**src/rtl/dfi_phy_resp_pkg.sv**
```systemverilog
// Shared types and helpers for the DFI PHY responder: init FSM encoding,
// default FIFO geometry and the byte-mask helper.
package dfi_phy_resp_pkg;

  typedef enum logic [1:0] {
    ST_IDLE = 2'd0,
    ST_WAIT = 2'd1,
    ST_DONE = 2'd2
  } init_st_e;

  localparam int DEF_DEPTH  = 16;
  localparam int PTR_W      = $clog2(DEF_DEPTH);
  localparam int CNT_W      = PTR_W + 1;
  localparam int MAX_DATA_W = 1024;
  localparam int MAX_MASK_W = MAX_DATA_W / 8;

  // Callers zero-extend into the widest supported bus and truncate the result.
  function automatic logic [MAX_DATA_W-1:0] mask_apply(input logic [MAX_DATA_W-1:0] d,
                                                       input logic [MAX_MASK_W-1:0] m);
    logic [MAX_DATA_W-1:0] r;
    r = d;
    for (int i = 0; i < MAX_MASK_W; i++)
      if (m[i]) r[8*i +: 8] = 8'h00;
    return r;
  endfunction

endpackage

```
**src/rtl/dfi_phy_resp_if.sv**
```systemverilog
// DFI init/write/read signal bundle between the controller mux (master)
// and the PHY responder (slave).
interface dfi_phy_resp_if #(
  parameter int DATA_W = 64,
  parameter int MASK_W = DATA_W / 8
);
  logic              dfi_init_start;
  logic              dfi_init_complete;
  logic              dfi_wrdata_en;
  logic [DATA_W-1:0] dfi_wrdata;
  logic [MASK_W-1:0] dfi_wrdata_mask;
  logic              dfi_rddata_en;
  logic [DATA_W-1:0] dfi_rddata;
  logic              dfi_rddata_valid;

  modport master (
    output dfi_init_start, dfi_wrdata_en, dfi_wrdata, dfi_wrdata_mask, dfi_rddata_en,
    input  dfi_init_complete, dfi_rddata, dfi_rddata_valid
  );

  modport slave (
    input  dfi_init_start, dfi_wrdata_en, dfi_wrdata, dfi_wrdata_mask, dfi_rddata_en,
    output dfi_init_complete, dfi_rddata, dfi_rddata_valid
  );
endinterface

```
**src/rtl/dfi_resp_fifo.sv**
```systemverilog
// Loopback FIFO: pop reads pre-cycle contents, so a pop on full frees the slot
// for a same-cycle push and a pop on empty underflows while the push lands.
module dfi_resp_fifo
  import dfi_phy_resp_pkg::*;
#(
  parameter int DATA_W = 64,
  parameter int DEPTH  = DEF_DEPTH
) (
  input  logic              clk,
  input  logic              rst,
  input  logic              push,
  input  logic [DATA_W-1:0] wdata,
  input  logic              pop,
  output logic [DATA_W-1:0] rdata,
  output logic              full,
  output logic              empty,
  output logic              ovf,
  output logic              udf
);
  localparam int AW = $clog2(DEPTH);

  logic [DATA_W-1:0] mem [DEPTH];
  logic [AW-1:0]     wptr, rptr;
  logic [AW:0]       cnt;
  logic              push_ok, pop_ok;

  assign full    = (cnt == (AW+1)'(DEPTH));
  assign empty   = (cnt == '0);
  assign push_ok = push & (~full | pop);
  assign pop_ok  = pop & ~empty;
  assign ovf     = push & full & ~pop;
  assign udf     = pop & empty;
  assign rdata   = empty ? '0 : mem[rptr];

  always_ff @(posedge clk or posedge rst) begin
    if (rst) begin
      wptr <= '0;
      rptr <= '0;
      cnt  <= '0;
    end else begin
      if (push_ok) wptr <= wptr + 1'b1;
      if (pop_ok)  rptr <= rptr + 1'b1;
      cnt <= cnt + (AW+1)'(push_ok) - (AW+1)'(pop_ok);
    end
  end

  always_ff @(posedge clk)
    if (push_ok) mem[wptr] <= wdata;

endmodule

```
**src/rtl/dfi_phy_resp.sv**
```systemverilog
// PHY stand-in: init handshake, write capture after the write latency and
// loopback read return. DFI_PHY_RESP_MASK_EN enables byte-mask zeroing on store.
module dfi_phy_resp
  import dfi_phy_resp_pkg::*;
#(
  parameter int DATA_W       = 64,
  parameter int MASK_W       = DATA_W / 8,
  parameter int T_INIT       = 16,
  parameter int T_PHY_WRDATA = 1,
  parameter int T_RDDATA_EN  = 4,
  parameter int DEPTH        = DEF_DEPTH
) (
  input  logic           clk,
  input  logic           rst,
  dfi_phy_resp_if.slave  dfi,
  output logic           err_underflow,
  output logic           err_overflow,
  output logic           err_early
);
  localparam logic [1:0] S_IDLE = 2'(ST_IDLE);
  localparam logic [1:0] S_WAIT = 2'(ST_WAIT);
  localparam logic [1:0] S_DONE = 2'(ST_DONE);
  localparam int         CW     = $clog2(T_INIT + 1);
  localparam logic [CW-1:0] CNT_LD = CW'(T_INIT - 1);
  localparam int         WR_ST  = T_PHY_WRDATA;
  // The output register supplies the last read stage.
  localparam int         RD_ST  = T_RDDATA_EN - 1;

  logic [1:0]        state;
  logic [CW-1:0]     cnt;
  logic              init_done;
  logic              wr_go, rd_go, push, pop;
  logic              full, empty, ovf, udf;
  logic [DATA_W-1:0] push_data, head;

  always_ff @(posedge clk or posedge rst) begin
    if (rst) begin
      state     <= S_IDLE;
      cnt       <= '0;
      init_done <= 1'b0;
    end else begin
      case (state)
        S_IDLE: if (dfi.dfi_init_start) begin
          state <= S_WAIT;
          cnt   <= CNT_LD;
        end
        S_WAIT: if (!dfi.dfi_init_start) begin
          state <= S_IDLE;
          cnt   <= CNT_LD;
        end else if (cnt == '0) begin
          state     <= S_DONE;
          init_done <= 1'b1;
        end else begin
          cnt <= cnt - 1'b1;
        end
        S_DONE:  init_done <= 1'b1;
        default: state <= S_IDLE;
      endcase
    end
  end

  assign dfi.dfi_init_complete = init_done;
  assign wr_go = dfi.dfi_wrdata_en & init_done;
  assign rd_go = dfi.dfi_rddata_en & init_done;

  generate
    if (WR_ST == 0) begin : g_wr_direct
      assign push = wr_go;
    end else begin : g_wr_pipe
      logic [WR_ST-1:0] vld_pipe;
      always_ff @(posedge clk or posedge rst) begin
        if (rst) vld_pipe <= '0;
        else begin
          vld_pipe[0] <= wr_go;
          for (int i = 1; i < WR_ST; i++) vld_pipe[i] <= vld_pipe[i-1];
        end
      end
      assign push = vld_pipe[WR_ST-1];
    end

    if (RD_ST == 0) begin : g_rd_direct
      assign pop = rd_go;
    end else begin : g_rd_pipe
      logic [RD_ST-1:0] vld_pipe;
      always_ff @(posedge clk or posedge rst) begin
        if (rst) vld_pipe <= '0;
        else begin
          vld_pipe[0] <= rd_go;
          for (int i = 1; i < RD_ST; i++) vld_pipe[i] <= vld_pipe[i-1];
        end
      end
      assign pop = vld_pipe[RD_ST-1];
    end
  endgenerate

`ifdef DFI_PHY_RESP_MASK_EN
  assign push_data = DATA_W'(mask_apply(MAX_DATA_W'(dfi.dfi_wrdata), MAX_MASK_W'(dfi.dfi_wrdata_mask)));
`else
  logic unused_mask;
  assign unused_mask = ^dfi.dfi_wrdata_mask;
  assign push_data   = dfi.dfi_wrdata;
`endif

  dfi_resp_fifo #(.DATA_W(DATA_W), .DEPTH(DEPTH)) u_fifo (
    .clk   (clk),
    .rst   (rst),
    .push  (push),
    .wdata (push_data),
    .pop   (pop),
    .rdata (head),
    .full  (full),
    .empty (empty),
    .ovf   (ovf),
    .udf   (udf)
  );

  always_ff @(posedge clk or posedge rst) begin
    if (rst) begin
      dfi.dfi_rddata       <= '0;
      dfi.dfi_rddata_valid <= 1'b0;
      err_underflow        <= 1'b0;
      err_overflow         <= 1'b0;
      err_early            <= 1'b0;
    end else begin
      dfi.dfi_rddata_valid <= pop;
      if (pop) dfi.dfi_rddata <= head;
      err_underflow <= err_underflow | udf;
      err_overflow  <= err_overflow | ovf;
      err_early     <= err_early | ((dfi.dfi_wrdata_en | dfi.dfi_rddata_en) & ~init_done);
    end
  end

endmodule

```
**src/flat_wrapper.sv**
```systemverilog
// flat-port wrapper written by rule: the top's interface ports become plain ports
module dfi_phy_resp_flat import dfi_phy_resp_pkg::*;
#(
  parameter int DATA_W       = 64,
  parameter int MASK_W       = DATA_W / 8,
  parameter int T_INIT       = 16,
  parameter int T_PHY_WRDATA = 1,
  parameter int T_RDDATA_EN  = 4,
  parameter int DEPTH        = DEF_DEPTH
)
  (clk, rst, err_underflow, err_overflow, err_early, dfi_dfi_init_start, dfi_dfi_wrdata_en, dfi_dfi_wrdata, dfi_dfi_wrdata_mask, dfi_dfi_rddata_en, dfi_dfi_init_complete, dfi_dfi_rddata, dfi_dfi_rddata_valid);
  dfi_phy_resp_if #(.DATA_W(DATA_W), .MASK_W(MASK_W)) dfi_i ();
  input  logic clk;
  input  logic rst;
  output logic err_underflow;
  output logic err_overflow;
  output logic err_early;
  input wire logic [$bits(dfi_i.dfi_init_start)-1:0] dfi_dfi_init_start;
  input wire logic [$bits(dfi_i.dfi_wrdata_en)-1:0] dfi_dfi_wrdata_en;
  input wire logic [$bits(dfi_i.dfi_wrdata)-1:0] dfi_dfi_wrdata;
  input wire logic [$bits(dfi_i.dfi_wrdata_mask)-1:0] dfi_dfi_wrdata_mask;
  input wire logic [$bits(dfi_i.dfi_rddata_en)-1:0] dfi_dfi_rddata_en;
  output wire logic [$bits(dfi_i.dfi_init_complete)-1:0] dfi_dfi_init_complete;
  output wire logic [$bits(dfi_i.dfi_rddata)-1:0] dfi_dfi_rddata;
  output wire logic [$bits(dfi_i.dfi_rddata_valid)-1:0] dfi_dfi_rddata_valid;
  assign dfi_i.dfi_init_start = dfi_dfi_init_start;
  assign dfi_i.dfi_wrdata_en = dfi_dfi_wrdata_en;
  assign dfi_i.dfi_wrdata = dfi_dfi_wrdata;
  assign dfi_i.dfi_wrdata_mask = dfi_dfi_wrdata_mask;
  assign dfi_i.dfi_rddata_en = dfi_dfi_rddata_en;
  assign dfi_dfi_init_complete = dfi_i.dfi_init_complete;
  assign dfi_dfi_rddata = dfi_i.dfi_rddata;
  assign dfi_dfi_rddata_valid = dfi_i.dfi_rddata_valid;
  dfi_phy_resp #(.DATA_W(DATA_W), .MASK_W(MASK_W), .T_INIT(T_INIT), .T_PHY_WRDATA(T_PHY_WRDATA), .T_RDDATA_EN(T_RDDATA_EN), .DEPTH(DEPTH)) u_core (.clk(clk), .rst(rst), .dfi(dfi_i), .err_underflow(err_underflow), .err_overflow(err_overflow), .err_early(err_early));
endmodule
```
**config.mk**
```make
export PLATFORM = sky130hd
export DESIGN_NAME = dfi_phy_resp_flat
export DESIGN_NICKNAME = d
export VERILOG_FILES = /design/src/rtl/dfi_phy_resp_pkg.sv /design/src/rtl/dfi_phy_resp_if.sv /design/src/rtl/dfi_resp_fifo.sv /design/src/rtl/dfi_phy_resp.sv /design/src/flat_wrapper.sv
export SDC_FILE = /design/constraint.sdc
export NUM_CORES = 1
export LEC_CHECK = 0
export ABC_CLOCK_PERIOD_IN_PS = 7000
export CAP_MARGIN = 20
export CORE_AREA = 2 2 352 354
export DETAILED_ROUTE_END_ITERATION = 6
export DIE_AREA = 0 0 354 356
export PLACE_DENSITY = 0.54
export SKIP_CTS_REPAIR_TIMING = 1
export SLEW_MARGIN = 20
export SYNTH_ARGS = -nofsm -noshare
export SYNTH_HDL_FRONTEND = slang
export SYNTH_SLANG_ARGS = --single-unit
```
**constraint.sdc**
```tcl
create_clock -name clk -period 7 [get_ports clk]
set_input_delay 1.05 -clock clk [delete_from_list [all_inputs] [get_ports clk]]
set_output_delay 1.05 -clock clk [all_outputs]
set_load 0.03 [all_outputs]
```
Fig. 1: placement by cell class
Scale bar: 100 um.
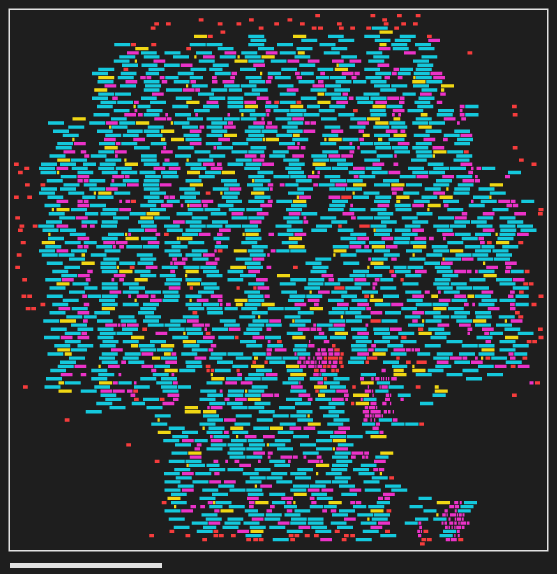
legend:
  magenta:
    class: combinational and other logic
    cells: 630
    share_of_their_area: 19%
  cyan:
    class: sequential cells
    cells: 1,117
    share_of_their_area: 70%
  yellow:
    class: clock drivers and dummy loads
    cells: 218
    share_of_their_area: 7.8%
  red:
    class: remaining buffers and delay cells
    cells: 174
    share_of_their_area: 3.7%
Seq/total area: 66.66%
design area: 0.04964 mm^2

Fig. 2: routed clock nets over the placement
Scale bar: 100 um.
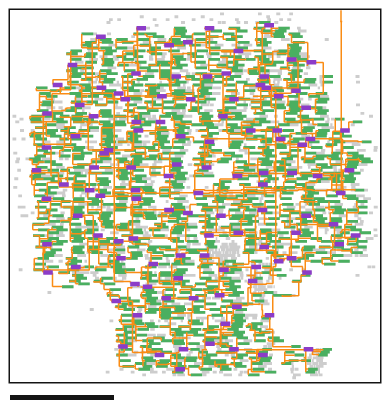
legend:
  purple:
    item: clock drivers
    count: 114
  green:
    item: flip-flops
    count: 1,117
  orange:
    item: clock wires
    length: 13,200 um
routed clock nets: 115

==> logic make-up (layout without fill, tap and decap cells) <==
family / count (synthesis) / count (layout) / share of synthesized area, %
xor+xnor: 12 / 12 / 0.2473
simple gates: 121 / 121 / 1.604
buf+inv: 111 / 407 / 1.295
mux: 385 / 385 / 16.79
compound gates: 83 / 83 / 1.813
fa+ha+maj: 14 / 14 / 0.4298
flops: 1117 / 1117 / 77.82
==> metrics by stage <==
step                worst slack, ps  cells  hold WS, ps
detailed placement             3016   3558        347.2
global placement               3025   3556        350.3
global route                   2740   3776        355.3
finish                         3043   3776        347.7
CTS                            2971   3776        350.2
floorplan                     642.4   1843        331.2
==> impl_metrics.json <==
{
  "largest-register": "u_core.u_fifo.mem",
  "grtUsageMet3_pct": 2.883,
  "gp_congestion": 0.6781,
  "cts_inserted_buffers": 114,
  "coreArea_mm2": 0.1227,
  "p_switching_uw": 5774,
  "bufAreaShareNonClock_pct": 3.521,
  "dominant_cells": "registers",
  "grt_pass1_vias": 20823,
  "placed_cell_area_mm2": 0.04593,
  "yosysMostFrequentCell": "edfxtp_1",
  "ir_worst_vdd_mv": 0.2708,
  "r2r_cells": 7,
  "io_pins": 146,
  "routed-via-count": 19103,
  "drv_slew": 0,
  "critPathCaptureType": "register",
  "use_met2_pct": 26.12,
  "antenna_found_initial": 12,
  "final-clk-cell-share_pct": 7.446,
  "skew_ps": 28.55,
  "p_comb_uw": 5280,
  "min_period_ps": 3957,
  "seq_cell_power_uw": 8680,
  "syn-cell-area_mm2": 0.04250,
  "clock_power_share_pct": 29.8,
  "synth_flop_count": 1117,
  "yosys_cells": 1843,
  "yosysWarnings": 0,
  "r2r_end": "u_core.u_fifo.mem[11][51]",
  "io_buffers": 137,
  "flop_cell": "edfxtp_1",
  "chipHeight_um": 356,
  "cp-start-kind": "register",
  "vias_per_cell": 5.059,
  "power_density_mw_per_mm2": 400.7,
  "min_delay_path_depth": 0,
  "route.met3.wl_um": 4849,
  "p_total_uw": 19890,
  "edf_count": 1024,
  "synth_top_area_share_pct": 72.34,
  "cp_num_buf_inv": 2,
  "power_clock_uw": 5930,
  "ff_count": 1117,
  "hold_path.class": "reg2reg",
  "combPwrFrac_pct": 26.5,
  "path_cells": "inv_1 > ha_1 > nor3b_1 > a31oi_1 > nand2_1 > nor2_4 > buf_4",
  "pwr-share-seq_pct": 43.6,
  "sh_comb_area_pct": 18.12,
  "path_max_fanout": 52,
  "grt.busiest_layer": "met2",
  "hpwl_um": 48160,
  "overflow": 0,
  "crit_type": "reg2reg",
  "crit_arrival_ps": 4270,
  "ys_top_cells_by_area": "edfxtp_1, mux4_2, dfrtp_1",
  "comb_area_mm2": 0.008996,
  "cap_violations": 0,
  "chipWidth_um": 354,
  "ys_chip_area_mm2": 0.04250,
  "max_freq_ghz": 0.2527,
  "hold_start": "u_core.g_rd_pipe.vld_pipe[0]",
  "nNonClkInverters": 15,
  "diodes": 0,
  "remaining_drc_errors": 0,
  "synthTopCellsByCount": "edfxtp_1, mux4_2, dfrtp_1",
  "cp_num_cells": 7,
  "final_cell_mix": "edfxtp_1, mux4_2, clkdlybuf4s50_1",
  "synth_nets": 1934,
  "drtIter0Drc": 1398,
  "setup_tns_ps": 0,
  "r2r_start": "u_core.u_fifo.cnt[2]",
  "tightest_slew_ps": 1139,
  "rows": 129,
  "synth_cell_types": 43,
  "synth_area_per_cell_um2": 23.06,
  "outcome": "finished, final reports clean",
  "core_util_floorplan_pct": 34.65,
  "nClkBuffers": 157,
  "largest_reg_flops": 1024,
  "nNonClkBuffers": 174,
  "critPathLaunch": "u_core.u_fifo.cnt[2]",
  "top_power_group": "sequential cells",
  "finalHoldViolCount": 0,
  "setup_viol_count_final": 0,
  "ys_async_sr_fraction_pct": 8.326,
  "n_fill_cell": 10838,
  "crit_family": "simple AND/OR/NAND/NOR gates"
}
Power is estimated from default activity; no workload was simulated.
